Figure 1. Signal wires on met1.
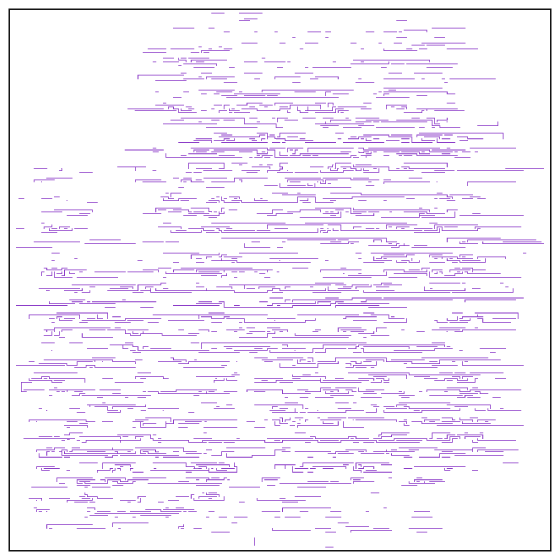
Figure 2. Local utilization.
The die is cut into 10 by 10 equal tiles; white is low, dark blue is high, 0 to 100% covered.
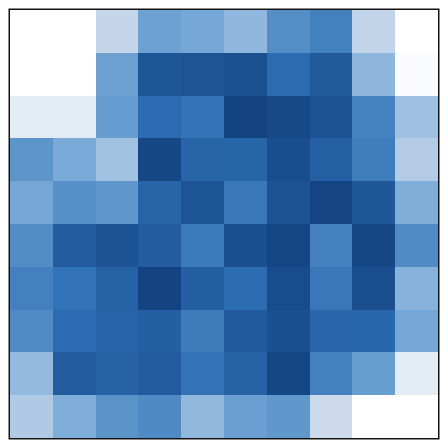
### src/rtl/alu_execute_stage.sv
// alu_execute_stage: execute pipeline stage with operand forwarding around an external combinational ALU
module alu_execute_stage #(
    parameter int DATA_WIDTH     = 16,
    parameter int FUNC_WIDTH     = 4,
    parameter int REG_ADDR_WIDTH = 3,
    parameter int IMM_WIDTH      = 8,
    parameter int COUNT_WIDTH    = 16
) (
    input  logic                      _clock,
    input  logic                      _reset,
    input  logic                      _inValid,
    output logic                      inReady,
    input  logic [REG_ADDR_WIDTH-1:0] _srcA,
    input  logic [REG_ADDR_WIDTH-1:0] _srcB,
    input  logic [DATA_WIDTH-1:0]     _regA,
    input  logic [DATA_WIDTH-1:0]     _regB,
    input  logic [IMM_WIDTH-1:0]      _immediate,
    input  logic                      _useImm,
    input  logic [FUNC_WIDTH-1:0]     _funcCode,
    input  logic [REG_ADDR_WIDTH-1:0] _dest,
    input  logic                      _writeEn,
    input  logic                      _stall,
    input  logic                      _clearOverflow,
    output logic [DATA_WIDTH-1:0]     valA,
    output logic [DATA_WIDTH-1:0]     valB,
    output logic [FUNC_WIDTH-1:0]     funcCode,
    output logic                      exValid,
    input  logic [DATA_WIDTH-1:0]     _aluResult,
    input  logic                      _aluOverflow,
    input  logic                      _aluCompare,
    output logic                      wbValid,
    output logic [REG_ADDR_WIDTH-1:0] wbDest,
    output logic [DATA_WIDTH-1:0]     wbData,
    output logic                      compareFlag,
    output logic                      overflowSticky,
    output logic [COUNT_WIDTH-1:0]    retiredCount
);
    localparam logic [FUNC_WIDTH-1:0] FUNC_LSS = FUNC_WIDTH'(8);
    localparam logic [FUNC_WIDTH-1:0] FUNC_EQL = FUNC_WIDTH'(9);
    localparam logic [FUNC_WIDTH-1:0] FUNC_GRT = FUNC_WIDTH'(10);

    logic                      retire, accept, isCompare, exWriteEn;
    logic [REG_ADDR_WIDTH-1:0] exDest;
    logic [DATA_WIDTH-1:0]     immExt, nextA, nextB;

    // Handshake and operand resolution; the newest in-flight producer wins over the one in writeback
    always_comb begin
        retire    = exValid & ~_stall;
        inReady   = ~exValid | ~_stall;
        accept    = _inValid & inReady;
        isCompare = funcCode inside {FUNC_LSS, FUNC_EQL, FUNC_GRT};
        immExt    = {{(DATA_WIDTH-IMM_WIDTH){_immediate[IMM_WIDTH-1]}}, _immediate};
        nextA     = (_srcA == '0) ? '0 :
                    (exValid && exWriteEn && exDest == _srcA) ? _aluResult :
                    (wbValid && wbDest == _srcA) ? wbData : _regA;
        nextB     = _useImm ? immExt :
                    (_srcB == '0) ? '0 :
                    (exValid && exWriteEn && exDest == _srcB) ? _aluResult :
                    (wbValid && wbDest == _srcB) ? wbData : _regB;
    end

    // Execute register: loads on accept, empties on a retire with nothing behind it, holds under stall
    always_ff @(posedge _clock) begin
        if (_reset) begin
            valA      <= '0;
            valB      <= '0;
            funcCode  <= '0;
            exDest    <= '0;
            exWriteEn <= 1'b0;
            exValid   <= 1'b0;
        end else if (accept) begin
            valA      <= nextA;
            valB      <= nextB;
            funcCode  <= _funcCode;
            exDest    <= _dest;
            exWriteEn <= _writeEn;
            exValid   <= 1'b1;
        end else if (retire) begin
            exValid   <= 1'b0;
        end
    end

    // Writeback port: one-cycle valid pulse per writing retire, address/data hold otherwise
    always_ff @(posedge _clock) begin
        if (_reset) begin
            wbValid <= 1'b0;
            wbDest  <= '0;
            wbData  <= '0;
        end else begin
            wbValid <= retire & exWriteEn;
            if (retire) begin
                wbDest <= exDest;
                wbData <= _aluResult;
            end
        end
    end

    // Status: compare flag, sticky overflow (set beats clear) and wrapping retire counter
    always_ff @(posedge _clock) begin
        if (_reset) begin
            compareFlag    <= 1'b0;
            overflowSticky <= 1'b0;
            retiredCount   <= '0;
        end else begin
            if (retire && isCompare) compareFlag <= _aluCompare;
            if (retire && _aluOverflow) overflowSticky <= 1'b1;
            else if (_clearOverflow) overflowSticky <= 1'b0;
            if (retire) retiredCount <= retiredCount + 1'b1;
        end
    end
endmodule
### config.mk
export PLATFORM = sky130hd
export DESIGN_NAME = alu_execute_stage
export DESIGN_NICKNAME = d
export VERILOG_FILES = /design/src/rtl/alu_execute_stage.sv
export SDC_FILE = /design/constraint.sdc
export NUM_CORES = 1
export LEC_CHECK = 0
export CORE_MARGIN = 2
export CORE_UTILIZATION = 44
export CTS_CLUSTER_SIZE = 30
export DETAILED_ROUTE_END_ITERATION = 12
export PLACE_DENSITY = 0.83
export SYNTH_ARGS = -nofsm -noshare
export SYNTH_HDL_FRONTEND = slang
export SYNTH_SLANG_ARGS = --single-unit
### constraint.sdc
create_clock -name _clock -period 2.15 [get_ports _clock]
set_input_delay 0.43 -clock _clock [delete_from_list [all_inputs] [get_ports _clock]]
set_output_delay 0.43 -clock _clock [all_outputs]
set_load 0.05 [all_outputs]
==> results.toml <==
# flow metrics
[cells_and_area]
drive_above_1_share_pct = 14.9
most_frequent_logic_cell_in_the_layout = "sky130_fd_sc_hd__clkdlybuf4s50_1"
num-nets-final = 703
finalInstanceArea_sq_um = 6060
final.fill_count = 664
fin_cells = 737

[clock_network]
cts_root_buffer = "sky130_fd_sc_hd__clkbuf_8"
cts_inserted_buffers = 9
cts-root-to-sink-buffers = 2
worstSkewPairLatency_ns = 0.35

[placed_design]
detailed_place.area_sq_um = 5810
place_inst = 721
globalplace.congestion = 0.890
detailed_place_hpwl_um = 9710

[yosys]
synth.ff_latch_count = 79
area_leaders = "sky130_fd_sc_hd__dfxtp_1 41%, sky130_fd_sc_hd__nand2_1 8.3%, sky130_fd_sc_hd__mux2i_1 6.7%, sky130_fd_sc_hd__a21oi_1 5.4%, sky130_fd_sc_hd__a2111oi_4 5.0%"
yosysTopAreaCell = "sky130_fd_sc_hd__dfxtp_1"
ys_seq_share_pct = 40.7
yosysCellCount = 443
synth.distinct_cells = 42
edf_count = 0
syn_nets = 522
yosysWarningCount = 0
yosys.stat.chipArea_sq_um = 3890
common_cells = "86 x sky130_fd_sc_hd__nand2_1, 79 x sky130_fd_sc_hd__dfxtp_1, 42 x sky130_fd_sc_hd__a21oi_1"
async_flop_share_pct = 0

[global_routing]
number_of_antenna_violations_at_the_first_check_in_global_routing = 0
global_route_total_usage_across_every_layer_pct = 26.5
grt_pass1_wl_um = 20700

[drt]
detail-route-antenna-nets = 0
route.detailed.wl_per_inst_um = 17.3
avgViaCountPerCell = 5.58

[worst_hold_path]
timing.hold.worst_endpoint = "exWriteEn"
start_point_of_the_worst_hold_path = "exWriteEn"
min_path_type = "flip-flop to flip-flop"

[sta]
skew_ns = 0.0118
worstMarginPinSlew_ns = 0.714
drv_slew = 0
final.period_utilization_pct = 97.6
postLayoutSetupSlackWorst_ns = 0.0519
finalCriticalPeriod_ns = 2.10
finalSetupTns_ns = 0
finalHoldWorstSlack_ns = 0.463

[critical_path]
worstPathMaxFanout = 16
crit_start = "_srcB[0]"
crit_arrival_ns = 2.33

[power]
power.switching_fraction_pct = 30.8
share_of_total_power_in_sequential_cells_pct = 44.4
clock_power_mw = 1.14
comb_power_uw = 851
p_sw_mw = 1.10

[outcome]
status = "complete, no violations"

[job]
warning_count = 26

[die]
fp_util_pct = 45.0
About Figure 1:
- share of all routed wire: 39%
- wire length on this layer: 5010 um
- longest straight run: 29.9 um
- nets with wire on the layer: 626
- main direction: horizontal
M1 GR Usage: 32.1%
vias after detailed routing: 4114
routed wire length: 12700 um

About Figure 2:
- nearly empty tiles: 7.0%
- emptiest ninth of the die: top left
- mean over tiles: 62%
- tiles over 75% full: 43%
- fullest tile: 93%

==> timing repair <==
item,CTS,global route
pin swaps,0,1
gates resized,3,13
setup endpoints to repair,3,11
==> worst max-delay path by stage <==
stage | to | slack [ns]
after floorplan | valB[12] | 0.02
after CTS | valB[15] | 0.003
final | valB[15] | 0.05
after global routing | valB[11] | 0.01
after detailed placement | valB[8] | -0.39
after global placement | valB[10] | -0.29
==> critical path, cell delays in order <==
cell                              delay, ns
sky130_fd_sc_hd__clkdlybuf4s50_1       0.50
sky130_fd_sc_hd__xor2_2                0.19
sky130_fd_sc_hd__or4b_4                0.50
sky130_fd_sc_hd__buf_12                0.19
sky130_fd_sc_hd__mux2i_1               0.12
sky130_fd_sc_hd__a2111oi_0             0.40
==> routing by layer <==
layer,track usage (%),part of all wire [%]
met1,32.1,39
met2,43.6,50
met3,9.31,8.4
met4,9.83,2.4
met5,0,0
==> kinds of logic after synthesis <==
kind of cell / share of synthesized area (%)
and+or+nand+nor: 19.7
AOI/OAI and AO/OA: 23.3
DFF: 40.7
buffers and inverters: 3.77
muxes: 6.98
xor gates and xnor gates: 5.31
adders and majority gates: 0.322
==> flip-flops by register name, indices dropped and copies added, names as in the netlist <==
register        flops
exValid             1
wbValid             1
exDest              3
overflowSticky      1
valB               16
retiredCount       16
exWriteEn           1
funcCode            4
compareFlag         1
valA               16
wbDest              3
wbData             16
==> final cells by class <==
class / instances / area [sq um] / area share, %
timing repair buffer: 200 / 1920 / 31.6
multi-input combinational: 333 / 2210 / 36.5
sequential: 79 / 1590 / 26.2
inverter: 1 / 3.75 / 0.0620
tap: 108 / 135 / 2.23
clock buffer: 10 / 138 / 2.27
clock inverter: 6 / 68.8 / 1.14
